**src/rtl/shift_arbiter.sv**
```systemverilog
// shift_arbiter: two-requester round-robin front end for a shared 32-bit
// right shifter. SRL/SRA/SLL are all mapped onto the right shifter; the result
// is held in a one-deep output stage with valid/ready backpressure.
// Optional build macro: SHIFT_ARB_STATS_EN adds grant/stall statistics counters.

// Logarithmic right shifter with a programmable fill bit.
module shift_right #(
  parameter int unsigned W    = 32,
  parameter int unsigned SH_W = $clog2(W)
) (
  input  logic [W-1:0]    i_b,
  input  logic            i_ir,
  input  logic [SH_W-1:0] i_shamt,
  output logic [W-1:0]    o_h
);

  logic [W-1:0] w_stage [0:SH_W];

  assign w_stage[0] = i_b;

  // Stage k shifts by 2**k when shamt bit k is set, filling from the top with IR.
  for (genvar k = 0; k < SH_W; k++) begin : g_stage
    localparam int unsigned AMT = 2 ** k;
    assign w_stage[k+1] = i_shamt[k] ? {{AMT{i_ir}}, w_stage[k][W-1:AMT]}
                                     : w_stage[k];
  end

  assign o_h = w_stage[SH_W];

endmodule

module shift_arbiter #(
  parameter int unsigned DATA_W = 32,
  parameter int unsigned TAG_W  = 4
) (
  input  logic                          clk,
  input  logic                          rst,
  input  logic [1:0]                    req_valid,
  output logic [1:0]                    req_ready,
  input  logic [3:0]                    req_op,
  input  logic [2*DATA_W-1:0]           req_data,
  input  logic [2*$clog2(DATA_W)-1:0]   req_shamt,
  input  logic [2*TAG_W-1:0]            req_tag,
  output logic                          rsp_valid,
  input  logic                          rsp_ready,
  output logic [DATA_W-1:0]             rsp_data,
  output logic                          rsp_id,
  output logic [TAG_W-1:0]              rsp_tag,
  output logic                          rsp_err
`ifdef SHIFT_ARB_STATS_EN
  ,
  output logic [15:0]                   stat_grant0,
  output logic [15:0]                   stat_grant1,
  output logic [15:0]                   stat_stall
`endif
);

  localparam int unsigned SH_W = $clog2(DATA_W);

  localparam logic [0:0] ST_EMPTY = 1'b0;
  localparam logic [0:0] ST_FULL  = 1'b1;

  localparam logic [1:0] OP_SRL = 2'b00;
  localparam logic [1:0] OP_SRA = 2'b01;
  localparam logic [1:0] OP_SLL = 2'b10;
  localparam logic [1:0] OP_ILL = 2'b11;

  logic [0:0]        r_state;
  logic              r_last_grant;
  logic [DATA_W-1:0] r_rsp_data;
  logic              r_rsp_id;
  logic [TAG_W-1:0]  r_rsp_tag;
  logic              r_rsp_err;

  logic              w_gnt;
  logic              w_can_accept;
  logic              w_accept;
  logic [1:0]        w_op;
  logic [DATA_W-1:0] w_data;
  logic [DATA_W-1:0] w_data_rev;
  logic [SH_W-1:0]   w_shamt;
  logic [TAG_W-1:0]  w_tag;
  logic [DATA_W-1:0] w_sh_b;
  logic              w_sh_ir;
  logic [DATA_W-1:0] w_sh_h;
  logic [DATA_W-1:0] w_sh_h_rev;
  logic [DATA_W-1:0] w_result;
  logic              w_err;

  // Round-robin pick: with both requesting, the one not granted last wins.
  always_comb begin
    w_gnt = 1'b0;
    case (req_valid)
      2'b01:   w_gnt = 1'b0;
      2'b10:   w_gnt = 1'b1;
      2'b11:   w_gnt = ~r_last_grant;
      default: w_gnt = 1'b0;
    endcase
  end

  // A slot is free when empty, or when the held response leaves this cycle.
  assign w_can_accept = (r_state == ST_EMPTY) | rsp_ready;
  assign w_accept     = ~rst & (|req_valid) & w_can_accept;
  assign req_ready    = w_accept ? (w_gnt ? 2'b10 : 2'b01) : 2'b00;

  assign w_op    = w_gnt ? req_op[3:2] : req_op[1:0];
  assign w_data  = w_gnt ? req_data[2*DATA_W-1:DATA_W] : req_data[DATA_W-1:0];
  assign w_shamt = w_gnt ? req_shamt[2*SH_W-1:SH_W] : req_shamt[SH_W-1:0];
  assign w_tag   = w_gnt ? req_tag[2*TAG_W-1:TAG_W] : req_tag[TAG_W-1:0];

  // Left shift is done as reverse -> right shift -> reverse.
  for (genvar i = 0; i < DATA_W; i++) begin : g_rev
    assign w_data_rev[i] = w_data[DATA_W-1-i];
    assign w_sh_h_rev[i] = w_sh_h[DATA_W-1-i];
  end

  // Map the requested op onto the right shifter's operand and fill bit.
  always_comb begin
    w_sh_b  = w_data;
    w_sh_ir = 1'b0;
    case (w_op)
      OP_SRA:  w_sh_ir = w_data[DATA_W-1];
      OP_SLL:  w_sh_b  = w_data_rev;
      default: begin
        w_sh_b  = w_data;
        w_sh_ir = 1'b0;
      end
    endcase
  end

  shift_right #(
    .W    (DATA_W),
    .SH_W (SH_W)
  ) u_shift_right (
    .i_b     (w_sh_b),
    .i_ir    (w_sh_ir),
    .i_shamt (w_shamt),
    .o_h     (w_sh_h)
  );

  // Select the final result; the illegal op returns zero with an error flag.
  always_comb begin
    w_result = w_sh_h;
    w_err    = 1'b0;
    case (w_op)
      OP_SLL:  w_result = w_sh_h_rev;
      OP_ILL: begin
        w_result = '0;
        w_err    = 1'b1;
      end
      default: w_result = w_sh_h;
    endcase
  end

  // Output stage: load on accept, drain on consumer ready, otherwise hold.
  always_ff @(posedge clk) begin
    if (rst) begin
      r_state      <= ST_EMPTY;
      r_last_grant <= 1'b1;
      r_rsp_data   <= '0;
      r_rsp_id     <= 1'b0;
      r_rsp_tag    <= '0;
      r_rsp_err    <= 1'b0;
    end else if (w_accept) begin
      r_state      <= ST_FULL;
      r_last_grant <= w_gnt;
      r_rsp_data   <= w_result;
      r_rsp_id     <= w_gnt;
      r_rsp_tag    <= w_tag;
      r_rsp_err    <= w_err;
    end else if ((r_state == ST_FULL) && rsp_ready) begin
      r_state <= ST_EMPTY;
    end
  end

  // Valid is masked during reset so no response handshake completes that cycle.
  assign rsp_valid = (r_state == ST_FULL) & ~rst;
  assign rsp_data  = r_rsp_data;
  assign rsp_id    = r_rsp_id;
  assign rsp_tag   = r_rsp_tag;
  assign rsp_err   = r_rsp_err;

`ifdef SHIFT_ARB_STATS_EN
  logic [15:0] r_stat_grant0;
  logic [15:0] r_stat_grant1;
  logic [15:0] r_stat_stall;
  logic        w_stall;

  assign w_stall = (r_state == ST_FULL) & ~rsp_ready & (|req_valid);

  // Saturating per-requester accept counters and a stall-cycle counter.
  always_ff @(posedge clk) begin
    if (rst) begin
      r_stat_grant0 <= '0;
      r_stat_grant1 <= '0;
      r_stat_stall  <= '0;
    end else begin
      if (w_accept && !w_gnt && (r_stat_grant0 != '1))
        r_stat_grant0 <= r_stat_grant0 + 16'd1;
      if (w_accept && w_gnt && (r_stat_grant1 != '1))
        r_stat_grant1 <= r_stat_grant1 + 16'd1;
      if (w_stall && (r_stat_stall != '1))
        r_stat_stall <= r_stat_stall + 16'd1;
    end
  end

  assign stat_grant0 = r_stat_grant0;
  assign stat_grant1 = r_stat_grant1;
  assign stat_stall  = r_stat_stall;
`endif

endmodule

```
**config.mk**
```make
export PLATFORM = sky130hd
export DESIGN_NAME = shift_arbiter
export DESIGN_NICKNAME = d
export VERILOG_FILES = /design/src/rtl/shift_arbiter.sv
export SDC_FILE = /design/constraint.sdc
export NUM_CORES = 1
export LEC_CHECK = 0
export ABC_AREA = 1
export CORE_MARGIN = 1.5
export CORE_UTILIZATION = 40
export DETAILED_ROUTE_END_ITERATION = 16
export GPL_TIMING_DRIVEN = 0
export PLACE_DENSITY = 0.65
export SYNTH_ARGS = -nofsm -noshare
export SYNTH_HDL_FRONTEND = slang
export SYNTH_SLANG_ARGS = --single-unit
```
**constraint.sdc**
```tcl
create_clock -name clk -period 2.3 [get_ports clk]
set_input_delay 0.345 -clock clk [delete_from_list [all_inputs] [get_ports clk]]
set_output_delay 0.345 -clock clk [all_outputs]
set_load 0.005 [all_outputs]
```
Clock distribution:
The bar under the picture is 20 um long.
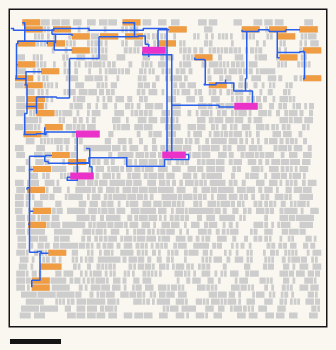
flip-flops: in orange, count 40. cells driving clock nets: in magenta, count 5. clock wires: in blue, length 764 um.
Position of the flops: widely spread.
Clk power: 855 uW
clk_lat worst skew: 0.31 ns

The clock network:
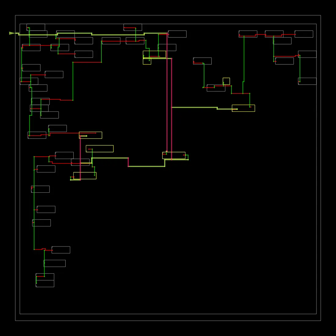
number of CTS-inserted buffers: 5
count of clock-net buffers in the final layout: 5

==> sequential cells by signal, summed over array words and instances, names as in the netlist <==
name	count
r_state	1
rsp_err	1
r_last_grant	1
rsp_id	1
rsp_tag	4
rsp_data	32
==> cells by family (layout without fill, tap and decap cells) <==
group	Yosys count	count (layout)	synth area share, %
DFF	40	40	13.9
and+or+nand+nor	890	893	69.9
buffers and inverters	182	347	13.5
AOI/OAI and AO/OA	25	25	2.73
==> synthesized netlist by cell type (all sizes together) <==
master  count
buf        56
nand3     456
nand2     404
a21boi      4
a31oi       4
o31ai       1
nand3b     20
o21ai       9
inv        98
nand4       1
clkbuf     27
dfxtp      40
or2         3
clkinv      1
a21oi       7
nor2        6
==> final cells by class <==
type | count | area, sq um
Buffer | 83 | 646
Timing Repair Buffer | 157 | 1560
Fill cell | 1322 | 4480
Sequential cell | 40 | 805
Clock buffer | 5 | 125
Tap cell | 180 | 225
Inverter | 99 | 404
Clock inverter | 3 | 46.3
Multi-Input combinational cell | 918 | 5700
==> power breakdown <==
part,internal (uW),total (uW),switching (uW)
Clock,517,855,338
Sequential,785,836,50.6
Combinational,1190,3100,1920
==> worst max path at each step <==
stage                            start            to  cells after the start
after global routing      r_last_grant  rsp_data[25]                     17
after global placement    req_valid[0]  rsp_data[25]                     19
final                     r_last_grant  rsp_data[26]                     17
after CTS                    req_op[0]  rsp_data[16]                     17
after floorplan           req_valid[1]  rsp_data[16]                     17
after detailed placement  req_valid[0]   rsp_data[7]                     16
==> layer usage <==
layer,share of wire [%],vias to the layer above,wire (um),global-route usage [%]
met5,0,-,0,0
li1,-,4111,-,-
met1,41,4200,12200,52.1
met4,3.5,0,1040,11.6
met2,44,634,13200,58.0
met3,11,111,3400,8.26
==> tightest hold or removal path: cells and delay by family <==
family	cells	cell delay, ns
AND/OR/NAND/NOR	1	0.10
buffers and inverters	1	0.15
AND-OR/OR-AND	1	0.13
==> per-stage QoR <==
step                      hold WS (ns)  utilization (%)  area, sq um  setup slack, ns
after floorplan                  0.414                -         5780            0.358
final                            0.460             68.0         9510          -0.0373
after detailed placement         0.470             52.2         7300           -0.755
after CTS                        0.486             57.0         7970          -0.0488
after global routing             0.504             68.0         9510           -0.110
after global placement           0.467             52.2         7300           -0.752
==> what timing repair did <==
item                       CTS  global route
pin swaps                    6            65
gates resized              114           332
buffers inserted             5            19
cloned                       4             2
setup endpoints to repair   34            34
==> out/summary.log <==
INFO  critical_path  critPathArrivalTime=2.54ns
INFO  finish         share_of_layout_cells_above_drive_strength_1=30.3%
INFO  detailed_routing via_count=9056
INFO  critical_path  critPathMaxFanout=10
INFO  synthesis      post_syn_nets=1228
INFO  detailed_routing avgViaCountPerCell=6.10
INFO  worst_hold_path worstHoldPathCells=3
INFO  synthesis      yosys-stat-cells=1137
INFO  synthesis      top_area_share=39.4%
INFO  worst_hold_path min_delay_worst_endpoint=r_state
INFO  synthesis      syn-mean-instance-area=5.08squm
INFO  sta            clock-skew-final=0.00291ns
INFO  grt            antenna_found_initial=0
INFO  finish         layout_top_cell_excl_fill_tap=nand2_1
INFO  cts            cts_max_level=2
INFO  grt            groute.usage.overall=37.6%
INFO  critical_path  startpoint_to_endpoint_class_of_the_critical_path=flip-flop to flip-flop
INFO  synthesis      yosysWarningCount=0
INFO  detailed_routing wirelength=29900um
INFO  synthesis      ys_area=5780squm
INFO  sta            clock.fmax=0.428GHz
INFO  die            fp.dieArea=15200squm
INFO  cts            clk_pin_slew_worst_paths=0.07ns
INFO  power          power.density_cell_area=504nW/um^2
INFO  detailed_routing drt_drc_violations_left=0
INFO  die            core=14000squm
INFO  worst_hold_path holdCritPathClass=input pin to flip-flop
INFO  sta            finalSetupViolCount=6
INFO  sta            final_max_slew_viol_count=0
INFO  sta            worstMarginPinSlew=0.683ns
INFO  synthesis      synthTopCellsByArea=nand3_1, nand2_1, dfxtp_1
INFO  cts            clk_root_buffer_cell=clkbuf_16
INFO  sta            tns=-0.101ns
INFO  outcome        violations=negative setup slack
INFO  placement      gp_routability_congestion=1.01
INFO  critical_path  slowest_delay=0.38ns
INFO  synthesis      post_synthesis_cell_type_with_the_largest_combined_area=nand3_1
INFO  detailed_routing post_drt_wl_per_cell=20.1um
INFO  outcome        status=complete, but fails checks
INFO  critical_path  timing.critical_path.to_type=flip-flop
INFO  sta            finalWorstSetupSlack=-0.0373ns
INFO  finish         syn2layout_area_growth=64.6%
INFO  detailed_routing antenna_left=0
INFO  cts            total_of_hold_buffers_inserted_after_clock_tree_synthesis=0
INFO  cts            cts_max_path_buffers=2
INFO  finish         num_antenna_cells=0
Power is estimated from default activity; no workload was simulated.
